## config.mk

```make
export PLATFORM = sky130hd
export DESIGN_NAME = spi_sclk_engine_flat
export DESIGN_NICKNAME = d
export VERILOG_FILES = /design/src/rtl/spi_sclk_engine_if.sv /design/src/rtl/spi_sclk_engine.sv /design/src/flat_wrapper.sv
export SDC_FILE = /design/constraint.sdc
export NUM_CORES = 1
export LEC_CHECK = 0
export CAP_MARGIN = 20
export CORE_MARGIN = 2
export CORE_UTILIZATION = 50
export CTS_CLUSTER_SIZE = 40
export DETAILED_ROUTE_END_ITERATION = 10
export HOLD_SLACK_MARGIN = 0.08
export PLACE_DENSITY = 0.76
export SLEW_MARGIN = 5
export SYNTH_ARGS = -nofsm -noshare
export SYNTH_HDL_FRONTEND = slang
export SYNTH_SLANG_ARGS = --single-unit
```

## constraint.sdc

```tcl
create_clock -name clock_i -period 1.95 [get_ports clock_i]
set_input_delay 0.39 -clock clock_i [delete_from_list [all_inputs] [get_ports clock_i]]
set_output_delay 0.39 -clock clock_i [all_outputs]
set_load 0.01 [all_outputs]
```

## src/rtl/spi_sclk_engine_if.sv

```systemverilog
// -----------------------------------------------------------------------------
// spi_sclk_engine_if
// Groups the control, configuration and strobe/handshake signals between the
// transaction controller (master) and the SCLK engine (slave).
//   en_i, start_i      : block enable and burst request
//   div_i, nbits_i     : half-period minus one and SCLK cycles per burst
//   cpol_i, cpha_i     : SPI mode select
//   SCLK_o             : registered serial clock
//   shift_o, sample_o  : one-cycle MOSI shift / MISO capture strobes
//   bit_idx_o          : sample strobes issued in the current burst
//   busy_o, done_o     : burst in progress / one-cycle completion pulse
// -----------------------------------------------------------------------------
interface spi_sclk_engine_if #(
  parameter int DIV_W = 8,
  parameter int CNT_W = 6
);
  logic             en_i;
  logic             start_i;
  logic [DIV_W-1:0] div_i;
  logic [CNT_W-1:0] nbits_i;
  logic             cpol_i;
  logic             cpha_i;
  logic             SCLK_o;
  logic             shift_o;
  logic             sample_o;
  logic [CNT_W-1:0] bit_idx_o;
  logic             busy_o;
  logic             done_o;

  modport slave (
    input  en_i, start_i, div_i, nbits_i, cpol_i, cpha_i,
    output SCLK_o, shift_o, sample_o, bit_idx_o, busy_o, done_o
  );

  modport master (
    output en_i, start_i, div_i, nbits_i, cpol_i, cpha_i,
    input  SCLK_o, shift_o, sample_o, bit_idx_o, busy_o, done_o
  );
endinterface

```

## src/rtl/spi_sclk_engine.sv

```systemverilog
// -----------------------------------------------------------------------------
// spi_sclk_engine
// Programmable SPI serial-clock engine. Runs a burst of N SCLK cycles with a
// half-period of div+1 system clocks in any CPOL/CPHA mode, emitting
// single-cycle shift/sample strobes and a busy/done handshake.
//   clock_i  : system clock, rising edge
//   reset_ni : asynchronous active-low reset
//   bus      : spi_sclk_engine_if slave modport (config in, strobes out)
// -----------------------------------------------------------------------------
module spi_sclk_engine #(
  parameter int DIV_W = 8,
  parameter int CNT_W = 6
) (
  input  logic                clock_i,
  input  logic                reset_ni,
  spi_sclk_engine_if.slave    bus
);

  typedef enum logic [1:0] {IDLE, RUN, TAIL} state_t;

  state_t           state_q, state_d;
  logic [DIV_W-1:0] hcnt_q, hcnt_d;
  logic [CNT_W:0]   edge_q, edge_d;
  logic [CNT_W-1:0] bidx_q, bidx_d;
  logic             sclk_q, sclk_d;
  logic             shift_q, shift_d;
  logic             sample_q, sample_d;
  logic             done_q, done_d;

  // Burst configuration captured at accept; only consulted outside IDLE.
  logic [DIV_W-1:0] div_q;
  logic [CNT_W-1:0] nbits_q;
  logic             cpol_q;
  logic             cpha_q;

  logic             accept;
  logic             term;
  logic             last;
  logic [CNT_W:0]   edge_k;

  assign term   = (hcnt_q == div_q);
  assign edge_k = edge_q + (CNT_W+1)'(1);
  assign last   = (edge_k == {nbits_q, 1'b0});

  always_comb begin
    state_d  = state_q;
    hcnt_d   = hcnt_q;
    edge_d   = edge_q;
    bidx_d   = bidx_q;
    sclk_d   = sclk_q;
    shift_d  = 1'b0;
    sample_d = 1'b0;
    done_d   = 1'b0;
    accept   = 1'b0;

    if (!bus.en_i) begin
      // Abort: drop to idle with the live idle level, bit index preserved.
      state_d = IDLE;
      sclk_d  = bus.cpol_i;
    end else begin
      case (state_q)
        IDLE: begin
          sclk_d = bus.cpol_i;
          if (bus.start_i && (bus.nbits_i != '0)) begin
            accept  = 1'b1;
            state_d = RUN;
            hcnt_d  = '0;
            edge_d  = '0;
            bidx_d  = '0;
            // CPHA=0 must present the first MOSI bit before the leading edge.
            shift_d = ~bus.cpha_i;
          end
        end
        RUN: begin
          if (term) begin
            hcnt_d = '0;
            edge_d = edge_k;
            sclk_d = ~sclk_q;
            if (edge_k[0]) begin
              shift_d  = cpha_q;
              sample_d = ~cpha_q;
            end else begin
              shift_d  = ~cpha_q & ~last;
              sample_d = cpha_q;
            end
            if (edge_k[0] ^ cpha_q) bidx_d = bidx_q + CNT_W'(1);
            if (last) state_d = TAIL;
          end else begin
            hcnt_d = hcnt_q + DIV_W'(1);
          end
        end
        TAIL: begin
          if (term) begin
            hcnt_d  = '0;
            state_d = IDLE;
            done_d  = 1'b1;
          end else begin
            hcnt_d = hcnt_q + DIV_W'(1);
          end
        end
        default: state_d = IDLE;
      endcase
    end
  end

  always_ff @(posedge clock_i or negedge reset_ni) begin
    if (!reset_ni) begin
      state_q  <= IDLE;
      hcnt_q   <= '0;
      edge_q   <= '0;
      bidx_q   <= '0;
      sclk_q   <= 1'b0;
      shift_q  <= 1'b0;
      sample_q <= 1'b0;
      done_q   <= 1'b0;
    end else begin
      state_q  <= state_d;
      hcnt_q   <= hcnt_d;
      edge_q   <= edge_d;
      bidx_q   <= bidx_d;
      sclk_q   <= sclk_d;
      shift_q  <= shift_d;
      sample_q <= sample_d;
      done_q   <= done_d;
    end
  end

  always_ff @(posedge clock_i) begin
    if (accept) begin
      div_q   <= bus.div_i;
      nbits_q <= bus.nbits_i;
      cpol_q  <= bus.cpol_i;
      cpha_q  <= bus.cpha_i;
    end
  end

  assign bus.SCLK_o    = sclk_q;
  assign bus.shift_o   = shift_q;
  assign bus.sample_o  = sample_q;
  assign bus.bit_idx_o = bidx_q;
  assign bus.busy_o    = (state_q != IDLE);
  assign bus.done_o    = done_q;

  // cpol_q is captured for completeness of the burst configuration; the idle
  // level after TAIL is already implied by the even number of toggles.
  logic unused_cpol;
  assign unused_cpol = cpol_q;

endmodule

```

## src/flat_wrapper.sv

```systemverilog
// flat-port wrapper written by rule: the top's interface ports become plain ports
module spi_sclk_engine_flat 
#(
  parameter int DIV_W = 8,
  parameter int CNT_W = 6
)
  (clock_i, reset_ni, bus_en_i, bus_start_i, bus_div_i, bus_nbits_i, bus_cpol_i, bus_cpha_i, bus_SCLK_o, bus_shift_o, bus_sample_o, bus_bit_idx_o, bus_busy_o, bus_done_o);
  spi_sclk_engine_if #(.DIV_W(DIV_W), .CNT_W(CNT_W)) bus_i ();
  input  logic clock_i;
  input  logic reset_ni;
  input wire logic [$bits(bus_i.en_i)-1:0] bus_en_i;
  input wire logic [$bits(bus_i.start_i)-1:0] bus_start_i;
  input wire logic [$bits(bus_i.div_i)-1:0] bus_div_i;
  input wire logic [$bits(bus_i.nbits_i)-1:0] bus_nbits_i;
  input wire logic [$bits(bus_i.cpol_i)-1:0] bus_cpol_i;
  input wire logic [$bits(bus_i.cpha_i)-1:0] bus_cpha_i;
  output wire logic [$bits(bus_i.SCLK_o)-1:0] bus_SCLK_o;
  output wire logic [$bits(bus_i.shift_o)-1:0] bus_shift_o;
  output wire logic [$bits(bus_i.sample_o)-1:0] bus_sample_o;
  output wire logic [$bits(bus_i.bit_idx_o)-1:0] bus_bit_idx_o;
  output wire logic [$bits(bus_i.busy_o)-1:0] bus_busy_o;
  output wire logic [$bits(bus_i.done_o)-1:0] bus_done_o;
  assign bus_i.en_i = bus_en_i;
  assign bus_i.start_i = bus_start_i;
  assign bus_i.div_i = bus_div_i;
  assign bus_i.nbits_i = bus_nbits_i;
  assign bus_i.cpol_i = bus_cpol_i;
  assign bus_i.cpha_i = bus_cpha_i;
  assign bus_SCLK_o = bus_i.SCLK_o;
  assign bus_shift_o = bus_i.shift_o;
  assign bus_sample_o = bus_i.sample_o;
  assign bus_bit_idx_o = bus_i.bit_idx_o;
  assign bus_busy_o = bus_i.busy_o;
  assign bus_done_o = bus_i.done_o;
  spi_sclk_engine #(.DIV_W(DIV_W), .CNT_W(CNT_W)) u_core (.clock_i(clock_i), .reset_ni(reset_ni), .bus(bus_i));
endmodule
```

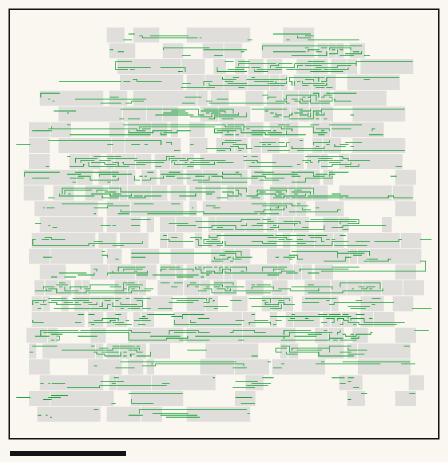
**Above:** run 1 (M1 wires).
Scale bar: 20 um.
longest straight run = 19.8 um
nets with wire on the layer = 304
wire length on this layer = 2540 um
share of all routed wire = 43%
main direction = horizontal

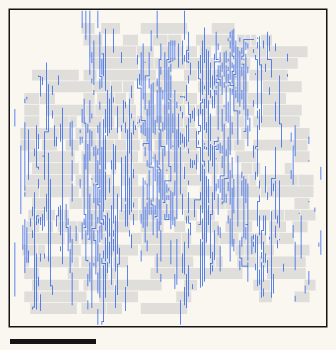
**Above:** run 1 (signal wires on met2).
Scale bar: 20 um.
nets with wire on the layer = 295
wire length on this layer = 2880 um
M2 GR Usage: 35.9%
DRT Wirelength: 5.85 mm

==> run notes, run 1 <==
yosys + openroad results -> htree depth 2, met1 Usage GRT between 20% and 30%, Max-slew headroom between 60% and 70%, CP max-delay cell or4_4, fa+ha+maj area frac between 3 and 4%, period utilization between 90 and 100%, first-pass GRT wire length about 9.0 mm, post-synth cell types between 50 and 60, yosys cell count 239, clk_skew about 4.2 ps, post-route cell area ~3300 um^2, xor/xnor share 6.14%, clk ins delay skew pair 290 ps, area reported by Yosys stat between 2000 and 2500 um^2, status completed, dpl hpwl 4.21 mm, met3 WL 362 um, worst-margin pin slew about 480 ps, Core Util, Final between 70% and 80%, I/O Buffers 30, final setup fails 0, maximum VDD drop around 0.77 mV, Commonest flop dfrtp_1, final net count ~330, vias in the first global route 1982, area added between synthesis and finish 36.0%, count leader, synth dfrtp_1, total CTS buffers 5, DIE WIDTH 73.7 um, Top non-seq family AND-OR/OR-AND gates, CP Launch Point u_core.hcnt_q[7]$_DFFE_PN0P_, Layout Cells excl Fill about 360, ratio of cells with drive above 1 in the final layout 28.2%, CP Capture Type register, Core Area 4690 um^2, hold path endpoint u_core.nbits_q[3]$_DFFE_PP_, fillcell total about 350, Leak 1.29 nW, Place WS -447 ps, logic area around 1400 um^2, RSZ-0062 raised after global routing true, register-to-register setup slack about 43 ps, Simple-Gate Area Share slightly below 20%, hold_sp bus_nbits_i[3], Cell area leaders dfrtp_1 (28%), edfxtp_1 (19%), xnor2_1 (5.1%), o21ai_0 (3.9%), ha_1 (3.6%), Synth area leader dfrtp_1, Root Driver clkbuf_8, top cells by count dfrtp_1 (27), nand2_1 (20), o21ai_0 (19), post-CTS setup repair buffer count 1, Die Span Y 73.7 um, Worst-path clk slew 80 ps, Synth Seq Share 46.4%, CP peak stage delay around 500 ps, FMAX approximately 520 MHz, initial antenna violation count 0, cells on worst reg2reg path 5, via-per-instance ratio around 6, Synth mux share 0%, top layer in use met4, FP Util between 50% and 60%
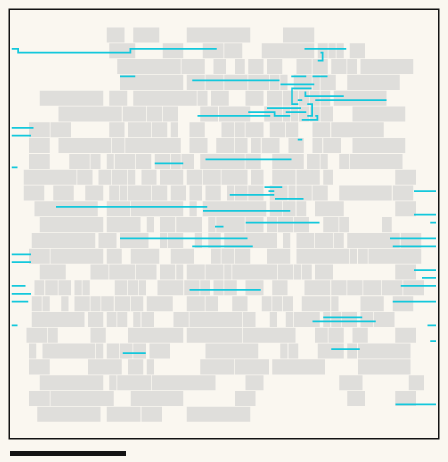
**Above:** run 1 (M3 wires).
Scale bar: 20 um.
main direction = horizontal
wire length on this layer = 363 um
share of all routed wire = 6.2%
nets with wire on the layer = 52
longest straight run = 25.8 um
GR Layer Usage met3: 5.62%
vias: 2219

[run 1: power by group]
part | internal, mW | leakage, nW | switching [mW]
registers | 1.04 | 0.504 | 0.123
clock network | 0.247 | 0.0426 | 0.293
logic | 0.680 | 0.746 | 0.705
total | 1.97 | 1.29 | 1.12
[run 1: cell families (layout without fill, tap and decap cells)]
family / after synthesis / count (layout)
XOR/XNOR: 17 / 17
AND/OR/NAND/NOR: 83 / 83
AND-OR/OR-AND: 70 / 70
flip-flops: 42 / 42
adder cells (fa/ha/maj): 7 / 7
buffers and inverters: 20 / 89
[run 1: cells in the final DEF, fill, tap and decap left out, types with 4 or more instances in the layout]
master	Yosys	routed
buf_4	0	34
clkdlybuf4s50_1	0	25
dfrtp_1	27	25
nand2_1	20	20
o21ai_0	19	17
edfxtp_1	15	15
nand3_1	13	13
inv_1	11	8
xnor2_1	14	8
xnor2_2	0	6
nor2_1	8	5
o22ai_1	5	5
a31oi_1	5	5
ha_1	7	5
clkbuf_8	0	5
buf_6	2	5
o31ai_1	5	4
nand4_1	4	4
nand2b_1	4	4
and2_1	4	4
a21oi_1	6	4
[run 1: area by class of cell]
type | instances | share of cell area (%)
Multi-Input combinational cell | 177 | 41.1
Sequential cell | 42 | 34.2
Timing Repair Buffer | 70 | 18.9
Clock buffer | 6 | 2.20
Tap cell | 54 | 2.05
Inverter | 11 | 1.25
Clock inverter | 2 | 0.265
[run 1: flip-flops by register name, indices dropped and copies added, names as in the netlist]
name / count
u_core.bus.done_o: 1
u_core.state_q: 2
u_core.cpha_q: 1
u_core.div_q: 8
u_core.bus.sample_o: 1
u_core.bus.bit_idx_o: 6
u_core.edge_q: 7
u_core.nbits_q: 6
u_core.bus.shift_o: 1
u_core.hcnt_q: 8
u_core.bus.SCLK_o: 1
==> inputs of run 2 (changes only) <==
--- a/config.mk
+++ b/config.mk
@@ -11,7 +11,7 @@
 export CTS_CLUSTER_SIZE = 40
 export DETAILED_ROUTE_END_ITERATION = 10
 export HOLD_SLACK_MARGIN = 0.08
-export PLACE_DENSITY = 0.76
+export PLACE_DENSITY_LB_ADDON = 0.1
 export SLEW_MARGIN = 5
 export SYNTH_ARGS = -nofsm -noshare
 export SYNTH_HDL_FRONTEND = slang
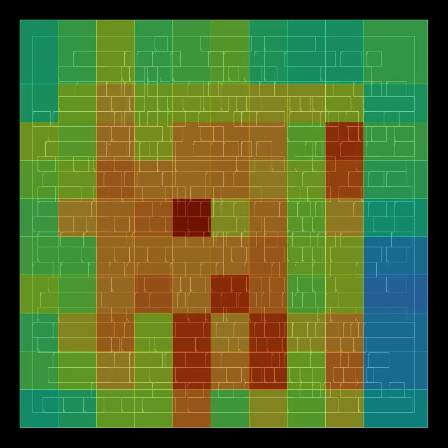
**Above:** run 2 (routing congestion map).
GRT Max-Usage Layer: met2
GR Layer Usage met3: 4.25%
DR WL/cell: 16.8 um
met1 Usage GRT: 35.1%
Global Route Usage Sum: 24.6%

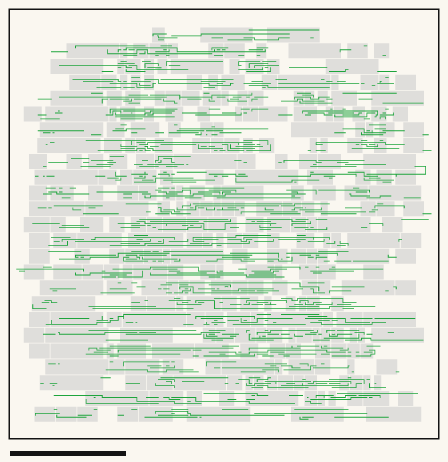
**Above:** run 2 (M1 wires).
Scale bar: 20 um.
wire length on this layer = 2950 um
main direction = horizontal
share of all routed wire = 47%

==> run 2 against run 1 <==
Against the previous run:
- the run now ends with negative setup slack left
- critical endpoint is now u_core.state_q[1]$_DFFE_PN0P_
- critical path depth up 3
- synthesized cell count unchanged
- sequential share of layout area down 1.3 points
- global-route usage up 2.6 points
- sequential cell count unchanged
- non-clock buffer count up 10
- combinational power up about 10%
- register-to-register slack worse by 70 ps
- design area up 4.0%
==> run notes, run 2 <==
yosys + openroad results -> Max-slew headroom 71.5% (was 67.8%), worst-margin pin slew 424 ps (was 482 ps), combinational share of power 47.2% (was 44.8%), RSZ-0062 raised after global routing true (unchanged), yosys cell count 239 (unchanged), htree depth 2 (unchanged), hold_sp bus_nbits_i[1] (was bus_nbits_i[3]), period utilization 102% (was 97.8%), FP Util 51.7% (unchanged), area added between synthesis and finish 41.4% (was 36.0%), ratio of cells with drive above 1 in the final layout 31.8% (was 28.2%), Int Power 2.12 mW (was 1.97 mW), DRT Wirelength 6.26 mm (was 5.85 mm), clk_skew 11.6 ps (was 4.18 ps), Leak 1.35 nW (was 1.29 nW), Root Driver clkbuf_8 (unchanged), status finished, violations left (was completed), Setup WS post-layout -30.3 ps (was 42.5 ps), final setup fails 3 (was 0), Commonest flop dfrtp_1 (unchanged), Synth Seq Share 46.4% (unchanged), Place WS -514 ps (was -447 ps), logic area 1380 um^2 (was 1360 um^2), clk ins delay skew pair 290 ps (about the same), maximum VDD drop 0.648 mV (was 0.765 mV), most used logic cell in the final layout buf_4 (unchanged), register-to-register setup slack -30 ps (was 40 ps), switching part of the total 36.4% (was 36.3%), largest registers u_core.div_q x8, u_core.hcnt_q x8, u_core.edge_q x7 (unchanged), post-route cell area 3430 um^2 (was 3300 um^2), total CTS buffers 5 (unchanged), top cells by count dfrtp_1 (27), nand2_1 (20), o21ai_0 (19) (unchanged), Top Layout Cells buf_4 (43), clkdlybuf4s50_1 (25), dfrtp_1 (25) (was buf_4 (34), clkdlybuf4s50_1 (25), dfrtp_1 (25)), post-synth cell types 58 (unchanged), Core Area 4690 um^2 (unchanged), I/O Buffers 30 (unchanged), sequential fraction of design power 35.1% (was 37.7%), Layout Cells excl Fill 372 (was 362), Net Sw Power 1.21 mW (was 1.12 mW), FMAX 505 MHz (was 524 MHz), cells on worst reg2reg path 8 (was 5), failing checks negative setup slack, CP Capture Type register (unchanged), Worst-path clk slew 80 ps (about the same), vias in the first global route 2104 (was 1982), area reported by Yosys stat 2430 um^2 (unchanged), Clock power frac 17.7% (was 17.5%), DIE WIDTH 73.7 um (unchanged)
==> run 2: cell counts after synthesis <==
Identical to the previous run, type by type.
==> run 2: what timing repair did <==
| action | 4_1_cts | 5_1_grt |
|---|---|---|
| pin swaps | 13 | 17 |
| hold buffers | 0 | 0 |
| gates resized | 23 | 30 |
| setup endpoints to repair | 24 | 22 |
| buffers inserted | 8 | 6 |
==> run 2: power by group through the flow <==
stage | Clock [mW] | Sequential [mW] | Combinational, mW
6_report | 0.588 | 1.17 | 1.57
5_1_grt | 0.638 | 1.18 | 1.69
4_1_cts | 0.596 | 1.16 | 1.40
3_5_place_dp | 0 | 1.17 | 1.22
3_3_place_gp | 0 | 1.17 | 1.19
2_1_floorplan | 0 | 1.14 | 0.710
==> run 2: cell type report <==
type | count | area share [%]
Clock inverter | 1 | 0.146
Timing Repair Buffer | 80 | 21.0
Multi-Input combinational cell | 177 | 40.3
Inverter | 11 | 1.20
Sequential cell | 42 | 32.9
Clock buffer | 7 | 2.52
Tap cell | 54 | 1.97
==> run 2: cell families after synthesis <==
group / after synthesis / share of synthesized area, %
and+or+nand+nor: 83 / 19.3
AOI/OAI and AO/OA: 70 / 20.8
DFF: 42 / 46.4
buffers and inverters: 20 / 3.76
xor gates and xnor gates: 17 / 6.14
adders and majority gates: 7 / 3.61
==> run 2: routing by layer <==
metal | share of wire (%) | track usage [%] | vias up
li1 | - | - | 1071
met1 | 47 | 35.1 | 1059
met2 | 46 | 38.4 | 64
met3 | 4.4 | 4.25 | 13
met4 | 2.1 | 7.47 | 0
met5 | 0 | 0 | -
==> run 2: worst max-delay path: stages (launching register included) <==
cell and delay (ps):
dfrtp_1 410, inv_2 120, ha_4 170, or3b_4 400
buf_4 170, o2111ai_4 200, nor3_2 70, a32oi_1 230
o21ai_1 100
==> inputs of run 3 (changes only) <==
--- a/config.mk
+++ b/config.mk
@@ -7,7 +7,7 @@
 export LEC_CHECK = 0
 export CAP_MARGIN = 20
 export CORE_MARGIN = 2
-export CORE_UTILIZATION = 50
+export CORE_UTILIZATION = 55
 export CTS_CLUSTER_SIZE = 40
 export DETAILED_ROUTE_END_ITERATION = 10
 export HOLD_SLACK_MARGIN = 0.08
==> constraint.sdc (replaced) <==
create_clock -name clock_i -period 2.05 [get_ports clock_i]
set_input_delay 0.41 -clock clock_i [delete_from_list [all_inputs] [get_ports clock_i]]
set_output_delay 0.41 -clock clock_i [all_outputs]
set_load 0.01 [all_outputs]
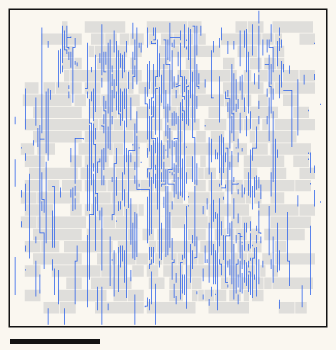
**Above:** run 3 (signal wires on met2).
Scale bar: 20 um.
M2 GR Usage: 36.3%
DRT Wirelength: 5.77 mm

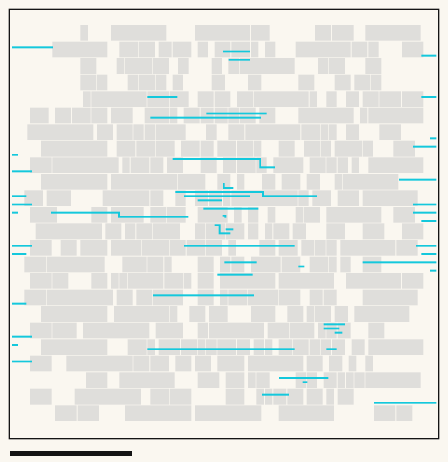
**Above:** run 3 (M3 wires).
Scale bar: 20 um.
vias: 2142
GR Layer Usage met3: 4.33%

==> run 3 against run 2 <==
Against the previous run:
- the flow now finishes without violations
- hold slack better by 92 ps
- first-iteration DRC count is 74% higher
- sequential cell count stayed put
- sequential share of layout area is 2.1 points higher
- design area is 6.2% lower
- sequential power is 5% lower
- area after synthesis stayed put
- total power is 13% lower
- clock power is 6.5% lower
- clock skew is 5.5 ps lower
- register-to-register slack better by 130 ps
- via count is 2.9% lower
- critical endpoint is now u_core.hcnt_q[6]$_DFFE_PN0P_
- largest cell class unchanged
- highest routed layer unchanged
==> run notes, run 3 <==
yosys + openroad results -> register-to-register setup slack 100 ps (was -30 ps), total CTS buffers 5 (unchanged), ratio of cells with drive above 1 in the final layout 22.8% (was 31.8%), Die Span Y 70.4 um (was 73.7 um), most used logic cell in the final layout buf_4 (unchanged), Global Route Usage Sum 24.2% (was 24.6%), vias in the first global route 1961 (was 2104), Clock power frac 18.9% (was 17.7%), final net count 337 (was 344), RSZ-0062 raised after global routing false (was true), Commonest flop dfrtp_1 (unchanged), Power Clock 0.550 mW (was 0.588 mW), I/O Buffers 30 (unchanged), Leak 1.27 nW (was 1.35 nW), maximum VDD drop 0.539 mV (was 0.648 mV), sequential cell power 1.11 mW (was 1.17 mW), FMAX ~500 MHz, CP max-delay cell or4_4 (was dfrtp_1), area reported by Yosys stat 2430 um^2 (unchanged), top cells by count dfrtp_1 (27), nand2_1 (20), o21ai_0 (19) (unchanged), Core Area 4290 um^2 (was 4690 um^2), cts repair resizes 8 (was 23), CTS Hold Buffers Added 0 (unchanged), CP peak stage delay 490 ps (was 410 ps), CP cell instances clkdlybuf4s50_1 > or4_4 > o311ai_4 > a21bo_4 > o21ai_1 > a32o_1 (was inv_2 > ha_4 > or3b_4 > buf_4 > o2111ai_4 > nor3_2 > a32oi_1 > o21ai_1), number of buffers and inverters on the critical path 1 (was 2), DR WL/cell 15.9 um (was 16.8 um), Int Power 1.86 mW (was 2.12 mW), final setup fails 0 (was 3), switching part of the total 36.0% (was 36.4%), status completed (was finished, violations left), clk ins delay skew pair 290 ps (about the same), Top Layout Cells buf_4 (41), dfrtp_1 (27), clkdlybuf4s50_1 (26) (was buf_4 (43), clkdlybuf4s50_1 (25), dfrtp_1 (25)), Cell area leaders dfrtp_1 (28%), edfxtp_1 (19%), xnor2_1 (5.1%), o21ai_0 (3.9%), ha_1 (3.6%) (unchanged), via-per-instance ratio 5.90 (was 5.93), DIE WIDTH 70.4 um (was 73.7 um), CP Launch Point bus_nbits_i[1] (was u_core.state_q[1]$_DFFE_PN0P_), area added between synthesis and finish 32.7% (was 41.4%), top power group combinational cells (unchanged), Core Util, Final 75.0% (was 73.1%), largest registers u_core.div_q x8, u_core.hcnt_q x8, u_core.edge_q x7 (unchanged)
[run 3: area by class of cell]
type	instances	area [um^2]
repair buffers	73	629
inverters	11	41.3
flip-flops and latches	42	1130
clock buffers	7	86.3
fillers	309	1070
well taps	52	65.1
clock inverters	1	5.00
multi-input cells	177	1270
[run 3: logic make-up (layout without fill, tap and decap cells)]
group	after synthesis	count (layout)	share of synthesized area [%]
simple gates	83	83	19.3
compound gates	70	70	20.8
flops	42	42	46.4
buf+inv	20	92	3.76
xor+xnor	17	17	6.14
fa+ha+maj	7	7	3.61
[run 3: per-layer routing]
layer | global-route usage (%) | vias to the layer above | wire length [um]
met1 | 36.2 | 1001 | 2820
met5 | 0 | - | 0
li1 | - | 1057 | -
met4 | 6.20 | 0 | 68
met3 | 4.33 | 9 | 304
met2 | 36.3 | 75 | 2580
[run 3: worst min path at each step]
stage	startpoint	endpoint	slack, ps	cells after the start
global placement	u_core.bus.bit_idx_o[5]$_DFFE_PN0P_	u_core.bus.bit_idx_o[5]$_DFFE_PN0P_	530	2
CTS	bus_nbits_i[3]	u_core.nbits_q[3]$_DFFE_PP_	430	1
finish	bus_nbits_i[3]	u_core.nbits_q[3]$_DFFE_PP_	440	1
global route	bus_nbits_i[3]	u_core.nbits_q[3]$_DFFE_PP_	460	1
floorplan	reset_ni	u_core.bus.SCLK_o$_DFFE_PN0P_	110	0
detailed placement	u_core.bus.bit_idx_o[5]$_DFFE_PN0P_	u_core.bus.bit_idx_o[5]$_DFFE_PN0P_	540	2
[run 3: through the flow]
stage | setup TNS, ps | worst slack [ps] | hold WS, ps
2_1_floorplan | 0 | 41.2 | 114
3_3_place_gp | -10490 | -362 | 528
3_5_place_dp | -11270 | -395 | 539
4_1_cts | -7.08 | -4.11 | 431
5_1_grt | 0 | 4.36 | 456
6_report | 0 | 74.3 | 435
Power and IR drop assume default switching activity.
